<file path="config.mk">
export PLATFORM = sky130hd
export DESIGN_NAME = hvac_sequencer
export DESIGN_NICKNAME = d
export VERILOG_FILES = /design/src/rtl/hvac_sequencer.sv
export SDC_FILE = /design/constraint.sdc
export NUM_CORES = 1
export LEC_CHECK = 0
export CAP_MARGIN = 30
export CORE_MARGIN = 2
export CORE_UTILIZATION = 57
export DETAILED_ROUTE_END_ITERATION = 8
export GPL_TIMING_DRIVEN = 0
export MAX_ROUTING_LAYER = met4
export PLACE_DENSITY = 0.83
export SLEW_MARGIN = 20
export SYNTH_ARGS = -nofsm -noshare
export SYNTH_HDL_FRONTEND = slang
export SYNTH_SLANG_ARGS = --single-unit
</file>
<file path="constraint.sdc">
create_clock -name clk -period 6.5 [get_ports clk]
set_clock_uncertainty 0.2 [all_clocks]
set_input_delay 0.975 -clock clk [delete_from_list [all_inputs] [get_ports clk]]
set_output_delay 0.975 -clock clk [all_outputs]
set_load 0.01 [all_outputs]
</file>
<file path="src/rtl/hvac_sequencer.sv">
// hvac_sequencer: heating/cooling plant sequencer.
// Drives AC, heater and fan with min run, fan purge and dead time.
module hvac_sequencer #(
   parameter int MIN_RUN   = 10,
   parameter int FAN_PURGE = 3,
   parameter int DEAD_TIME = 4,
   parameter int CNT_W     = 8
) (
   input  logic             clk,
   input  logic             reset,
   input  logic             enable,
   input  logic             cool_req,
   input  logic             heat_req,
   input  logic             window_open,
   output logic             ac_on,
   output logic             heater_on,
   output logic             fan_on,
   output logic             inhibit,
   output logic             conflict,
   output logic [2:0]       state,
   output logic [CNT_W-1:0] run_count
);

   typedef enum logic [2:0] {
      S_IDLE    = 3'd0,
      S_COOL    = 3'd1,
      S_HEAT    = 3'd2,
      S_PURGE   = 3'd3,
      S_DEAD    = 3'd4,
      S_INHIBIT = 3'd5
   } state_t;

   localparam logic [CNT_W-1:0] RUN_LD   = CNT_W'(MIN_RUN - 1);
   localparam logic [CNT_W-1:0] PURGE_LD = CNT_W'(FAN_PURGE - 1);
   localparam logic [CNT_W-1:0] DEAD_LD  = CNT_W'(DEAD_TIME - 1);

   state_t           st;
   logic [CNT_W-1:0] timer;
   logic             tdone;

   assign tdone = (timer == '0);

   // Sequencer FSM; drives are registered copies decoded from st.
   always_ff @(posedge clk) begin
      if (reset) begin
         st        <= S_IDLE;
         timer     <= '0;
         run_count <= '0;
         ac_on     <= 1'b0;
         heater_on <= 1'b0;
         fan_on    <= 1'b0;
         inhibit   <= 1'b0;
         conflict  <= 1'b0;
         state     <= 3'd0;
      end else begin
         ac_on     <= (st == S_COOL);
         heater_on <= (st == S_HEAT);
         fan_on    <= (st == S_COOL) || (st == S_HEAT)
                   || (st == S_PURGE);
         inhibit   <= (st == S_INHIBIT);
         state     <= st;
         conflict  <= 1'b0;
         if (!tdone) timer <= timer - 1'b1;
         case (st)
            S_IDLE: begin
               if (window_open) begin
                  st <= S_INHIBIT;
               end else if (enable) begin
                  if (cool_req && !heat_req) begin
                     st    <= S_COOL;
                     timer <= RUN_LD;
                  end else if (heat_req && !cool_req) begin
                     st    <= S_HEAT;
                     timer <= RUN_LD;
                  end else if (cool_req && heat_req) begin
                     conflict <= 1'b1;
                  end
               end
            end
            S_COOL: begin
               if (window_open || (tdone &&
                   (!cool_req || heat_req || !enable))) begin
                  st    <= S_PURGE;
                  timer <= PURGE_LD;
                  if (run_count != '1)
                     run_count <= run_count + 1'b1;
               end
            end
            S_HEAT: begin
               if (window_open || (tdone &&
                   (!heat_req || cool_req || !enable))) begin
                  st    <= S_PURGE;
                  timer <= PURGE_LD;
                  if (run_count != '1)
                     run_count <= run_count + 1'b1;
               end
            end
            S_PURGE: begin
               if (tdone) begin
                  st    <= S_DEAD;
                  timer <= DEAD_LD;
               end
            end
            S_DEAD: begin
               if (tdone)
                  st <= window_open ? S_INHIBIT : S_IDLE;
            end
            S_INHIBIT: begin
               if (!window_open) st <= S_IDLE;
            end
            default: st <= S_IDLE;
         endcase
      end
   end

endmodule
</file>
Fig. 1: run 1, the metal 2 layer
(6 px per µm) Cells faint in the background.
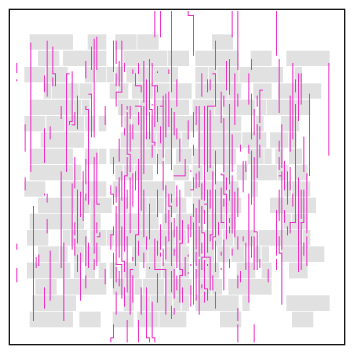
main direction: vertical
wire length on this layer: 1600 µm
share of all routed wire: 48%
met2 usage: 34.86%
Routed WL: 3352 µm

Fig. 2: run 1, cell outlines without signal wires
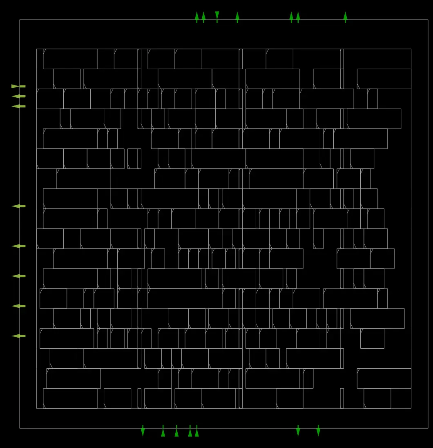
Seq cells: 27
fin cells: 232
Seq/total area: 30.08%
fillers: 204
Rows: 18

Fig. 3: run 1, PDN straps and rails
(8 px per µm) Pins as bars on the die edge. Tap cells in grey.
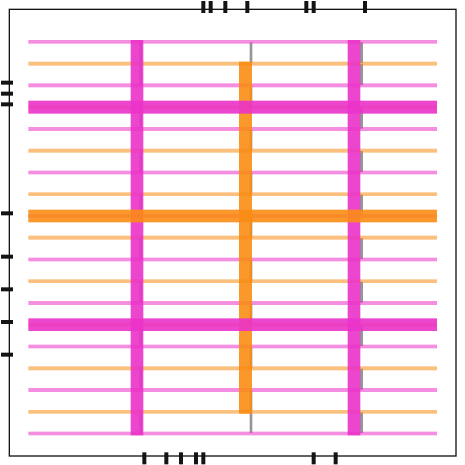
legend:
  VDD:
    colour: orange
  VSS:
    colour: magenta
rows: 18
met1 rails: 19
die span in y: 55.67 µm
core outline area: 2500 µm²
Peak VDD IR: 0.2659 mV

==> job_summary.md, run 1 <==
## Synthesis and layout report

| Metric | Value |
|---|---|
| Status | `completed` |
| Number of inserted diodes | `0` |
| Slew Limit Headroom | `63.53%` |
| Top Layout Cells | `nor2_1 (27), dfxtp_1 (27), clkdlybuf4s50_1 (21)` |
| Mapped Nets | `190` |
| R2R setup slack | `3.90 ns` |
| Worst Path Arrival | `3.12 ns` |
| EDFF count, synth | `0` |
| Mux contribution to synthesized area | `4.770%` |
| DRC errors left | `0` |
| Top cell category | `multi-input combinational cells` |
| XOR Share, Synth | `4.030%` |
| Tool Warnings | `29` |
| Layout Nets | `216` |
| DR pass1 iterations | `4` |
| Well Taps | `30` |
| RR Endpoint | `timer[0]` |
| Kind of critical path | `primary input to register` |
| Adder Area Share | `5.757%` |
| Register share of total power | `33.1%` |
| Ys Warns | `0` |
| Fin crit share | `46.85%` |
| Worst Setup Start Kind | `primary input` |
| R2R depth | `7` |
| Input/output buffers | `21` |
| Die X | `55.67 µm` |
| Cell family with most CP delay | `AND-OR/OR-AND gates` |
| Multi-input logic cell count | `130` |
| Layout area overhead | `18.09%` |
| Non-CTS buffers | `30` |
| Post-synthesis register bit count | `27` |
| Non-clk buf share | `14.48%` |
| Initial DRC Count | `42` |
| Mean post-synth cell area | `8.596 µm²` |
| Sw frac | `43.38%` |
| PnR worst setup slack | `3.455 ns` |
| Synth top area share | `35.53%` |
| NetSw | `0.3142 mW` |
| Synth area leaders | `dfxtp_1 (36%), nor2_1 (6.7%), ha_1 (5.8%)` |
| Fraction of registers with async set or reset after synthesis | `0%` |
| Start point of the worst hold path | `run_count[1]` |
| Lkg Pwr | `0.7141 nW` |
| Cells after synthesis | `177` |
| Crit path buffers/inverters | `2` |
| Cell area after synthesis | `1521 µm²` |
| Final GP Congestion | `0.9108` |
| Total CTS buffers | `3` |
| Largest net degree at the start of global routing | `16` |
| Slowest cell delay on critical path | `0.47 ns` |
| Share of the yosys chip area belonging to registers | `35.53%` |
| GRT Util Overall | `23.18%` |
| Hold WS | `0.3698 ns` |
| Place WS | `3.121 ns` |
| Synth area leader | `dfxtp_1` |
| Hold buffers post-CTS | `0` |
| Dominant register cell | `dfxtp_1` |
| Setup TNS | `0 ns` |
| # Post-CTS Setup Buffers | `0` |
| Inverters | `11` |
| Clock latency on the worst-skew pair | `0.33 ns` |
| Worst r2r src | `timer[1]` |
| Vias in the first global route | `1285` |
| Final Setup Violations | `0` |
| FMAX | `328.4 MHz` |
| Clock power frac | `10.1%` |
| Resize count post-CTS | `0` |
| ClkCell Share | `1.532%` |
| Total global routing overflow | `0` |
| Pwr Density | `403.1 nW/µm²` |
| CLK BUF | `3` |
| Starting Density | `60.86%` |
| Vias per inst | `5.957` |
| CP endpoint kind | `register` |
| Crit path time final | `3.045 ns` |
| Chip area | `3099 µm²` |
| IO Pins | `22` |
| MaxCap Viol Count | `0` |
| Logic share of the area | `49.51%` |
| Total number of vias | `1382` |
| Combinational power share | `56.7%` |
| CTS Sinks | `27` |
| Design Power | `0.7243 mW` |
| Hold-critical path endpoint | `run_count[1]` |
| Simple-Gate Area Share | `26.64%` |
| Number of routed nets with antenna violations | `0` |
| Gate Area | `889.6 µm²` |
| Unrepaired setup endpoints after global routing | `false` |
| Crit path max fanout | `5` |
| Crit path DRT | `6.58 ns` |
| Final non-filler cell area | `1797 µm²` |
| Area post-placement | `1769 µm²` |
| Register Area | `540.5 µm²` |
| Cell total in the yosys stat output | `177` |
| Fin util | `71.87%` |
| Worst-path clk slew | `0.14 ns` |
| YS chip area | `1521 µm²` |
| Slowest CP cell | `a2111oi_4` |
| CTS root buf | `clkbuf_4` |
| Hpwl dp | `2473 µm` |
| Worst Hold Class | `register to register` |
| First-pass GRT wire length | `5671 µm` |
| Top flop regs | `run_count: 8 flops, timer: 8 flops` |
| H-tree depth | `1` |
| CTS tree | `built` |
| Final Max Slew Viols | `0` |
| Layout cell share with drive strength beyond 1 | `9.901%` |
| Clock buffer depth | `2` |
| Slew @ Worst Pin | `0.5429 ns` |
| Pint | `0.4101 mW` |
| Hold depth | `2` |
| Post-Synth AOI/OAI Area | `17.27%` |
| Final Hold Fails | `0` |
| Avg WL per Cell | `14.45 µm` |
| Placed cells | `228` |
| Worst path cell trace | `clkdlybuf4s50_1, inv_1, ha_1, nand3b_1, a2111oi_4, nor3_1, a311o_1, nor2_1` |
| Post-synthesis cell type count | `42` |
| Initial antenna violation count | `0` |
| Top non-seq family | `simple AND/OR/NAND/NOR gates` |
-- run 1: cells in the mapped netlist, types with 2 or more instances --
cell type / instances
mux2i_1: 2
nor2b_1: 5
ha_1: 7
clkbuf_1: 6
nor3_1: 7
nand4_1: 2
xnor2_1: 4
nor2_1: 27
inv_1: 11
o32a_1: 2
buf_6: 2
o31ai_1: 3
nand3b_1: 5
mux2_4: 2
mux2_2: 2
nor4_1: 3
a31oi_1: 4
xor2_1: 3
nand3_1: 6
nand2_1: 9
nand2b_1: 3
o21ai_0: 5
a21oi_1: 12
dfxtp_1: 27
-- run 1: power groups by stage --
stage	Clock, mW	Combinational (mW)	Sequential, mW
after floorplan	0	0.306	0.243
after global placement	0	0.392	0.242
after detailed placement	0	0.403	0.244
after CTS	0.0755	0.409	0.241
after global routing	0.0783	0.456	0.246
final	0.0735	0.411	0.240
-- run 1: worst max path at each step --
stage | from | endpoint | slack [ns] | cells past startpoint
after CTS | heat_req | timer[4] | 3.47 | 8
after floorplan | cool_req | run_count[5] | 3.78 | 8
final | heat_req | timer[4] | 3.46 | 8
after global placement | cool_req | run_count[5] | 3.19 | 8
after global routing | heat_req | timer[4] | 3.33 | 8
after detailed placement | heat_req | timer[4] | 3.12 | 8
-- run 1: routing by layer --
metal	share of wire, %	GRT usage, %	up-vias	routed length [µm]
met5	0	-	-	0
met4	1.4	9.408	0	47
met3	5.3	4.419	5	179
met2	48	34.86	40	1597
met1	46	30.67	658	1528
li1	-	-	679	-
-- run 1: worst reg2reg max path, stage by stage, from the launching register on --
cell	delay, ns
dfxtp_1	0.36
inv_1	0.11
ha_1	0.16
or3b_2	0.49
o211a_1	0.27
nor3_1	0.44
o21ai_0	0.19
a32o_1	0.29
## Run 2: what changed since run 1
--- a/config.mk
+++ b/config.mk
@@ -7,11 +7,11 @@
 export LEC_CHECK = 0
 export CAP_MARGIN = 30
 export CORE_MARGIN = 2
-export CORE_UTILIZATION = 57
+export CORE_UTILIZATION = 53
 export DETAILED_ROUTE_END_ITERATION = 8
 export GPL_TIMING_DRIVEN = 0
 export MAX_ROUTING_LAYER = met4
-export PLACE_DENSITY = 0.83
+export PLACE_DENSITY = 0.78
 export SLEW_MARGIN = 20
 export SYNTH_ARGS = -nofsm -noshare
 export SYNTH_HDL_FRONTEND = slang
==> constraint.sdc (replaced) <==
create_clock -name clk -period 2.9 [get_ports clk]
set_clock_uncertainty 0.2 [all_clocks]
set_input_delay 0.435 -clock clk [delete_from_list [all_inputs] [get_ports clk]]
set_output_delay 0.435 -clock clk [all_outputs]
set_load 0.01 [all_outputs]
Fig. 4: run 2, signal wires by layer
(6 px per µm) Two of the layers only.
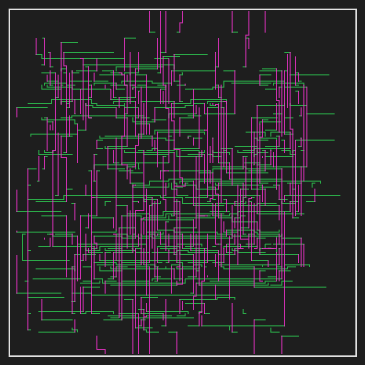
legend:
  M1:
    colour: green
    wire_length: 1630 µm
  M2:
    colour: magenta
    wire_length: 1560 µm
Routed WL: 3343 µm
Avg WL per Cell: 14.35 µm
total number of vias: 1355
GRT Util Overall: 22.72%

Fig. 5: run 2, pin placement
(8 px per µm) Pins as bars across the die edge, other pins in grey.
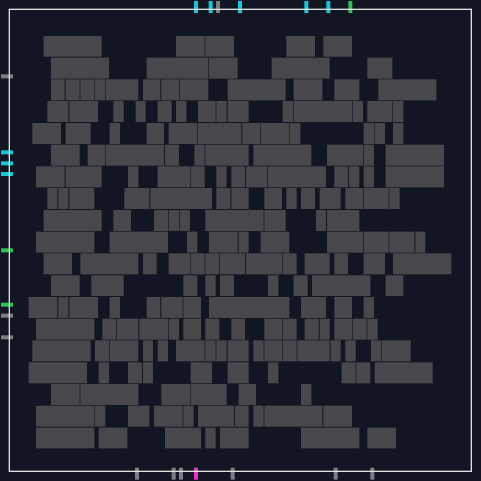
legend:
  `state`:
    colour: green
    pins: 3
    direction: output
    edge: 2 west, 1 north
  `run_count`:
    colour: cyan
    pins: 8
    direction: output
    edge: 5 north, 3 west
  `enable`:
    colour: magenta
    pins: 1
    direction: input
    edge: south
all pins by edge: 8 west, 7 south, 7 north
input/output buffers: 21
Die X: 57.58 µm
die span in y: 57.58 µm

Fig. 6: run 2, the metal 2 layer
(6 px per µm) Cells faint in the background.
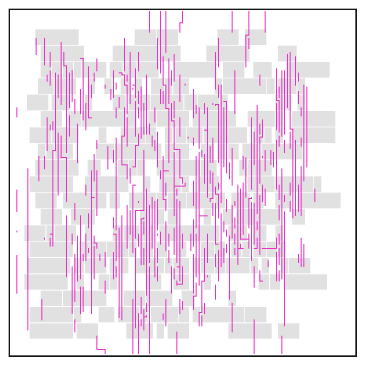
share of all routed wire: 47%
wire length on this layer: 1560 µm
longest straight run: 26.9 µm
met2 usage: 33.60%

==> run 2 against run 1 <==
Net effect: sequential power increased by 130%; final area about the same; utilization down 6.1 points; die size increased by 7.0%; register-to-register slack got worse by 3.5 ns; total power is 120% higher; sequential share of layout area about the same; hold slack got worse by 0.0089 ns; sequential cell count is the same; synthesized area stayed put; global-route usage is 0.46 points lower.
==> job_summary.md, run 2 <==
## Synthesis and layout report

| Metric | Value |
|---|---|
| Crit path max fanout | `10` |
| Clock power frac | `10.4%` |
| Initial DRC Count | `39` |
| Starting Density | `55.65%` |
| Slew @ Worst Pin | `0.5268 ns` |
| Design Power | `1.619 mW` |
| Setup TNS | `0 ns` |
| Total CTS buffers | `3` |
| Post-synthesis cell type count | `42` |
| Pwr Density | `900.7 nW/µm²` |
| Share of the yosys chip area belonging to registers | `35.53%` |
| Hold buffers post-CTS | `0` |
| Sequential cell power | `0.543 mW` |
| Post-synthesis register bit count | `27` |
| Met3 usage | `4.308%` |
| IO Pins | `22` |
| Cell area after synthesis | `1521 µm²` |
| Fin cells | `233` |
| Worst-path clk slew | `0.15 ns` |
| CTS Sinks | `27` |
| Fraction of registers with async set or reset after synthesis | `0%` |
| Worst Hold Class | `register to register` |
| Status | `completed` |
| CTS tree | `built` |
| Top Layout Cells | `nor2_1 (27), dfxtp_1 (27), clkdlybuf4s50_1 (21)` |
| YS chip area | `1521 µm²` |
| P_comb | `0.907 mW` |
| Ys Warns | `0` |
| MaxCap Viol Count | `0` |
| Number of inserted diodes | `0` |
| NetSw | `0.7033 mW` |
| Cells after synthesis | `177` |
| Met2 wire length | `1559 µm` |
| Mean post-synth cell area | `8.596 µm²` |
| Register share of total power | `33.5%` |
| Final GP Congestion | `0.9260` |
| Largest net degree at the start of global routing | `16` |
| Layout area overhead | `18.17%` |
| Core outline area | `2734 µm²` |
| Chip area | `3315 µm²` |
| Resize count post-CTS | `0` |
| Slowest cell delay on critical path | `0.47 ns` |
| Crit path time final | `2.540 ns` |
| Mapped Nets | `190` |
| Clk. pwr | `0.169 mW` |
| Met3 WL | `97 µm` |
| Tool Warnings | `29` |
| Top flop regs | `run_count: 8 flops, timer: 8 flops` |
| Pint | `0.9161 mW` |
| Unrepaired setup endpoints after global routing | `false` |
| Worst path cell trace | `inv_1, ha_1, or3b_2, o211a_1, nor4_4, buf_6, nand4_4, mux2_4` |
| DRC errors left | `0` |
| Placed cells | `229` |
| Number of routed nets with antenna violations | `0` |
| Fin crit share | `87.59%` |
| H-tree depth | `1` |
| Layout Nets | `216` |
| Final Setup Violations | `0` |
| Vias in the first global route | `1180` |
| Final Hold Fails | `0` |
| Worst Path Arrival | `2.58 ns` |
| Gate Area | `889.6 µm²` |
| Most used routing layer | `met2` |
| Layout cell share with drive strength beyond 1 | `9.901%` |
| Synth area leader | `dfxtp_1` |
| Clock buffer depth | `2` |
| Slew Limit Headroom | `64.88%` |
| Fillers | `237` |
| Dominant register cell | `dfxtp_1` |
| Cell total in the yosys stat output | `177` |
| Peak VDD IR | `0.7007 mV` |
| Synth top area share | `35.53%` |
| First-pass GRT wire length | `5720 µm` |
| # Post-CTS Setup Buffers | `0` |
| EDFF count, synth | `0` |
| WL met1 | `1625 µm` |
| Fin util | `65.77%` |
| Crit path DRT | `2.94 ns` |
| Total global routing overflow | `0` |
| Top post-synthesis cells by count | `dfxtp_1 (27), nor2_1 (27), a21oi_1 (12)` |
| Initial antenna violation count | `0` |
| CP endpoint kind | `register` |
| Worst Setup Start Kind | `register` |
| Rows | `19` |
| Top pwr grp | `combinational cells` |
| Sw frac | `43.43%` |
| FMAX | `393.7 MHz` |
| Slowest CP cell | `or3b_2` |
| CTS root buf | `clkbuf_4` |
| Combinational power share | `56.0%` |
| Register Area | `540.5 µm²` |
| Synth area leaders | `dfxtp_1 (36%), nor2_1 (6.7%), ha_1 (5.8%)` |
| Final Max Slew Viols | `0` |
| Lkg Pwr | `0.7141 nW` |
| Met1 Use GR | `31.50%` |
| Vias per inst | `5.815` |
| DR top layer | `met4` |
| DR pass1 iterations | `4` |
| Clock latency on the worst-skew pair | `0.33 ns` |
| Kind of critical path | `register to register` |
| Hpwl dp | `2557 µm` |
-- run 2: cell counts in the layout (fill, tap and decap cells not counted) --
No cell type changed its count.
-- run 2: layout make-up --
cell class | instances | area share [%]
Multi-Input combinational cell | 130 | 49.48
Sequential cell | 27 | 30.06
Timing Repair Buffer | 21 | 11.69
Buffer | 9 | 2.784
Inverter | 11 | 2.296
Tap cell | 31 | 2.157
Clock buffer | 3 | 1.253
Clock inverter | 1 | 0.2784
-- run 2: per-stage QoR --
step	instance area (µm²)	setup WS, ns	hold WS [ns]
finish	1798	0.3600	0.3609
global route	1798	0.2432	0.4090
CTS	1798	0.3712	0.3630
detailed placement	1770	0.06770	0.3350
global placement	1770	0.1139	0.3228
floorplan	1521	0.5404	0.2990
-- run 2: final timing paths --
kind | slack [ns] | from | end | cells past startpoint
setup / recovery | 0.36 | timer[1] | run_count[5] | 8
hold / removal | 0.36 | timer[7] | timer[7] | 2
setup reg to reg | 0.36 | timer[1] | run_count[5] | 8
hold reg to reg | 0.36 | timer[7] | timer[7] | 2
-- run 2: critical path, delay by kind of cell, from the launching register on --
| family | cells | cell delay [ns] |
|---|---|---|
| flip-flops | 1 | 0.36 |
| multiplexers | 1 | 0.31 |
| adder cells (fa/ha/maj) | 1 | 0.16 |
| buffers and inverters | 2 | 0.30 |
| AND-OR/OR-AND | 1 | 0.27 |
| AND/OR/NAND/NOR | 3 | 0.85 |
-- run 2: cell families (layout without fill, tap and decap cells) --
group | Yosys count | in the layout | synth area share [%]
buffers and inverters | 20 | 45 | 6.003
adders and majority gates | 7 | 7 | 5.756
muxes | 6 | 6 | 4.770
and+or+nand+nor | 74 | 74 | 26.65
DFF | 27 | 27 | 35.53
AOI/OAI and AO/OA | 36 | 36 | 17.27
xor gates and xnor gates | 7 | 7 | 4.030
## Run 3: what changed since run 2
--- a/config.mk
+++ b/config.mk
@@ -6,12 +6,14 @@
 export NUM_CORES = 1
 export LEC_CHECK = 0
 export CAP_MARGIN = 30
+export CELL_PAD_IN_SITES_DETAIL_PLACEMENT = 1
+export CELL_PAD_IN_SITES_GLOBAL_PLACEMENT = 2
 export CORE_MARGIN = 2
-export CORE_UTILIZATION = 53
+export CORE_UTILIZATION = 32
 export DETAILED_ROUTE_END_ITERATION = 8
 export GPL_TIMING_DRIVEN = 0
 export MAX_ROUTING_LAYER = met4
-export PLACE_DENSITY = 0.78
+export PLACE_DENSITY_LB_ADDON = 0.1
 export SLEW_MARGIN = 20
 export SYNTH_ARGS = -nofsm -noshare
 export SYNTH_HDL_FRONTEND = slang
Fig. 7: run 3, signal wires by layer
(4 px per µm) Two of the layers only.
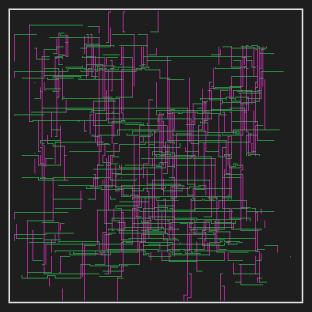
legend:
  M2:
    colour: magenta
    wire_length: 1890 µm
  M1:
    colour: green
    wire_length: 2040 µm
total number of vias: 1365
Routed WL: 4051 µm

Fig. 8: run 3, pin placement
(6 px per µm) Pins as bars across the die edge, other pins in grey.
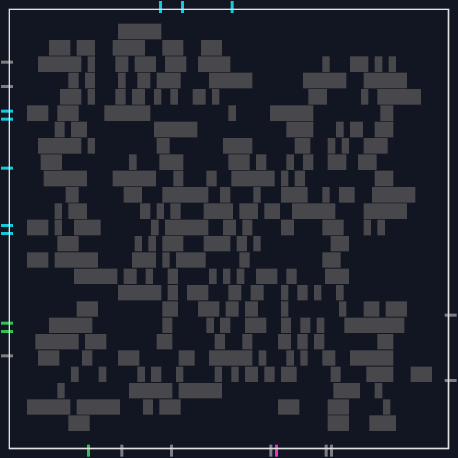
legend:
  `enable`:
    colour: magenta
    pins: 1
    direction: input
    edge: south
  `state`:
    colour: green
    pins: 3
    direction: output
    edge: 2 west, 1 south
  `run_count`:
    colour: cyan
    pins: 8
    direction: output
    edge: 5 west, 3 north
die span in y: 72.96 µm
Die X: 72.96 µm

==> run 3 against run 2 <==
Net effect: sequential share of layout area shrank 0.77 points; final area grew 2.6%; via count grew 0.74%; final cell count grew 9.9%; maximum frequency shrank 4.8%; global-route usage shrank 5.6 points; largest cell class unchanged; largest power group unchanged.
==> job_summary.md, run 3 <==
## Synthesis and layout report

| Metric | Value |
|---|---|
| Status | `completed` |
| Met3 WL | `97 µm` |
| CTS root buf | `clkbuf_8` |
| Met2 usage | `26.67%` |
| # Post-CTS Setup Buffers | `0` |
| Register Area | `540.5 µm²` |
| Initial DRC Count | `59` |
| Met1 Use GR | `23.53%` |
| GRT Util Overall | `17.09%` |
| Cells after synthesis | `177` |
| Total CTS buffers | `3` |
| Post-synthesis register bit count | `27` |
| Lkg Pwr | `0.7219 nW` |
| Rows | `25` |
| Clock latency on the worst-skew pair | `0.27 ns` |
| CTS Sinks | `27` |
| Worst Hold Class | `register to register` |
| EDFF count, synth | `0` |
| DRC errors left | `0` |
| Starting Density | `32.64%` |
| IO Pins | `22` |
| Hold WS | `0.3630 ns` |
| Layout area overhead | `21.30%` |
| H-tree depth | `1` |
| DR top layer | `met4` |
| Met3 usage | `2.072%` |
| Hpwl dp | `3021 µm` |
| CTS tree | `built` |
| Adder Area Share | `5.757%` |
| Number of inserted diodes | `0` |
| Ys Warns | `0` |
| Final Hold Fails | `0` |
| Vias in the first global route | `1384` |
| Final Setup Violations | `0` |
| Chip area | `5322 µm²` |
| Slew Limit Headroom | `63.63%` |
| Final GP Congestion | `0.8061` |
| Kind of critical path | `primary input to register` |
| Setup TNS | `0 ns` |
| Simple-Gate Area Share | `26.64%` |
| Worst Setup Start Kind | `primary input` |
| Avg WL per Cell | `15.82 µm` |
| Layout cell share with drive strength beyond 1 | `9.901%` |
| Final Max Slew Viols | `0` |
| Slew @ Worst Pin | `0.5436 ns` |
| Initial antenna violation count | `0` |
| Most used routing layer | `met2` |
| Cell total in the yosys stat output | `177` |
| Worst Path Arrival | `2.69 ns` |
| Unrepaired setup endpoints after global routing | `false` |
| Cell area after synthesis | `1521 µm²` |
| First-pass GRT wire length | `6913 µm` |
| MaxCap Viol Count | `0` |
| DR pass1 iterations | `4` |
| Synth top area share | `35.53%` |
| Met2 wire length | `1888 µm` |
| Total global routing overflow | `0` |
| Hold buffers post-CTS | `0` |
| Top Layout Cells | `nor2_1 (27), dfxtp_1 (27), clkdlybuf4s50_1 (21)` |
| Share of the yosys chip area belonging to registers | `35.53%` |
| YS chip area | `1521 µm²` |
| Tool Warnings | `29` |
| Resize count post-CTS | `0` |
| Mux contribution to synthesized area | `4.770%` |
| Vias per inst | `5.332` |
| Post-synthesis cell type count | `42` |
| Top flop regs | `run_count: 8 flops, timer: 8 flops` |
| Mapped Nets | `190` |
| Input/output buffers | `21` |
| WL met1 | `2043 µm` |
| Largest net degree at the start of global routing | `16` |
| Dominant register cell | `dfxtp_1` |
| Mean post-synth cell area | `8.596 µm²` |
| Top post-synthesis cells by count | `dfxtp_1 (27), nor2_1 (27), a21oi_1 (12)` |
| Clock buffer depth | `2` |
| Post-Synth AOI/OAI Area | `17.27%` |
| FMAX | `374.9 MHz` |
| Fin crit share | `91.98%` |
| Worst-path clk slew | `0.10 ns` |
| Synth area leaders | `dfxtp_1 (36%), nor2_1 (6.7%), ha_1 (5.8%)` |
| Crit path max fanout | `5` |
| Core outline area | `4661 µm²` |
| Pwr Density | `922.9 nW/µm²` |
| Number of routed nets with antenna violations | `0` |
| Crit path DRT | `2.92 ns` |
| CP endpoint kind | `register` |
| Fraction of registers with async set or reset after synthesis | `0%` |
| Peak VDD IR | `0.2986 mV` |
| Synth area leader | `dfxtp_1` |
| XOR Share, Synth | `4.030%` |
| Fillers | `573` |
| Top non-seq family | `simple AND/OR/NAND/NOR gates` |
| Gate Area | `889.6 µm²` |
| Layout Nets | `216` |
| Crit path time final | `2.667 ns` |
Fig. 9: run 3, cell outlines without signal wires
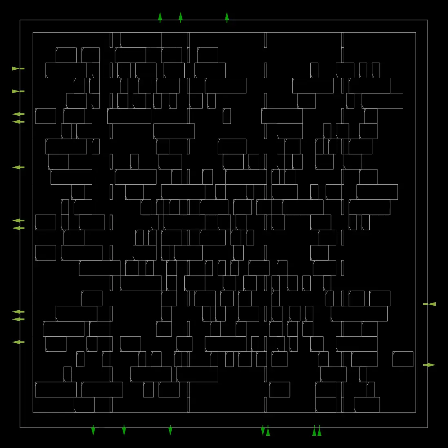
Seq/total area: 29.29%
fin util: 39.60%
fin cells: 256

run 3: cell counts after synthesis:
No cell type changed its count.
run 3: critical path, stage by stage:
cell and delay [ns]:
clkdlybuf4s50_1 0.51, ha_1 0.30, nand3b_1 0.16, a2111oi_4 0.54, nor3_1 0.21, a311o_1 0.40
nor2_1 0.13
run 3: report_power, final:
group          switching, mW  leakage, nW  total (mW)  internal, mW
clock network          0.125       0.0255       0.221        0.0964
logic                  0.538        0.476       0.940         0.402
registers             0.0788        0.221       0.542         0.463
run 3: cell type report:
| type | instances | area share [%] |
|---|---|---|
| multi-input cells | 130 | 48.20 |
| flip-flops and latches | 27 | 29.29 |
| repair buffers | 21 | 11.39 |
| well taps | 54 | 3.661 |
| plain buffers | 9 | 2.712 |
| clock buffers | 3 | 2.237 |
| inverters | 11 | 2.237 |
| clock inverters | 1 | 0.2712 |
run 3: per-stage QoR:
stage                     util, %  cells  total power, mW  setup WS (ns)  area (µm²)
after detailed placement    38.60    252            1.494       -0.03017        1799
after floorplan                 -    177            1.229         0.5404        1521
after CTS                   39.60    256            1.722         0.2506        1846
after global placement      38.60    252            1.462        0.01816        1799
final                       39.60    256            1.703         0.2325        1846
after global routing        39.60    256            1.867        0.06851        1846
run 3: worst paths after layout:
| kind | slack (ns) | start | endpoint | depth (start not counted) |
|---|---|---|---|---|
| worst max-delay path | 0.23 | cool_req | timer[5] | 7 |
| worst min-delay path | 0.36 | run_count[1] | run_count[1] | 2 |
| worst max register to register | 0.33 | timer[0] | timer[5] | 7 |
| worst min register to register | 0.36 | run_count[1] | run_count[1] | 2 |
No activity file was given, so power comes from the tool's default toggle rates.
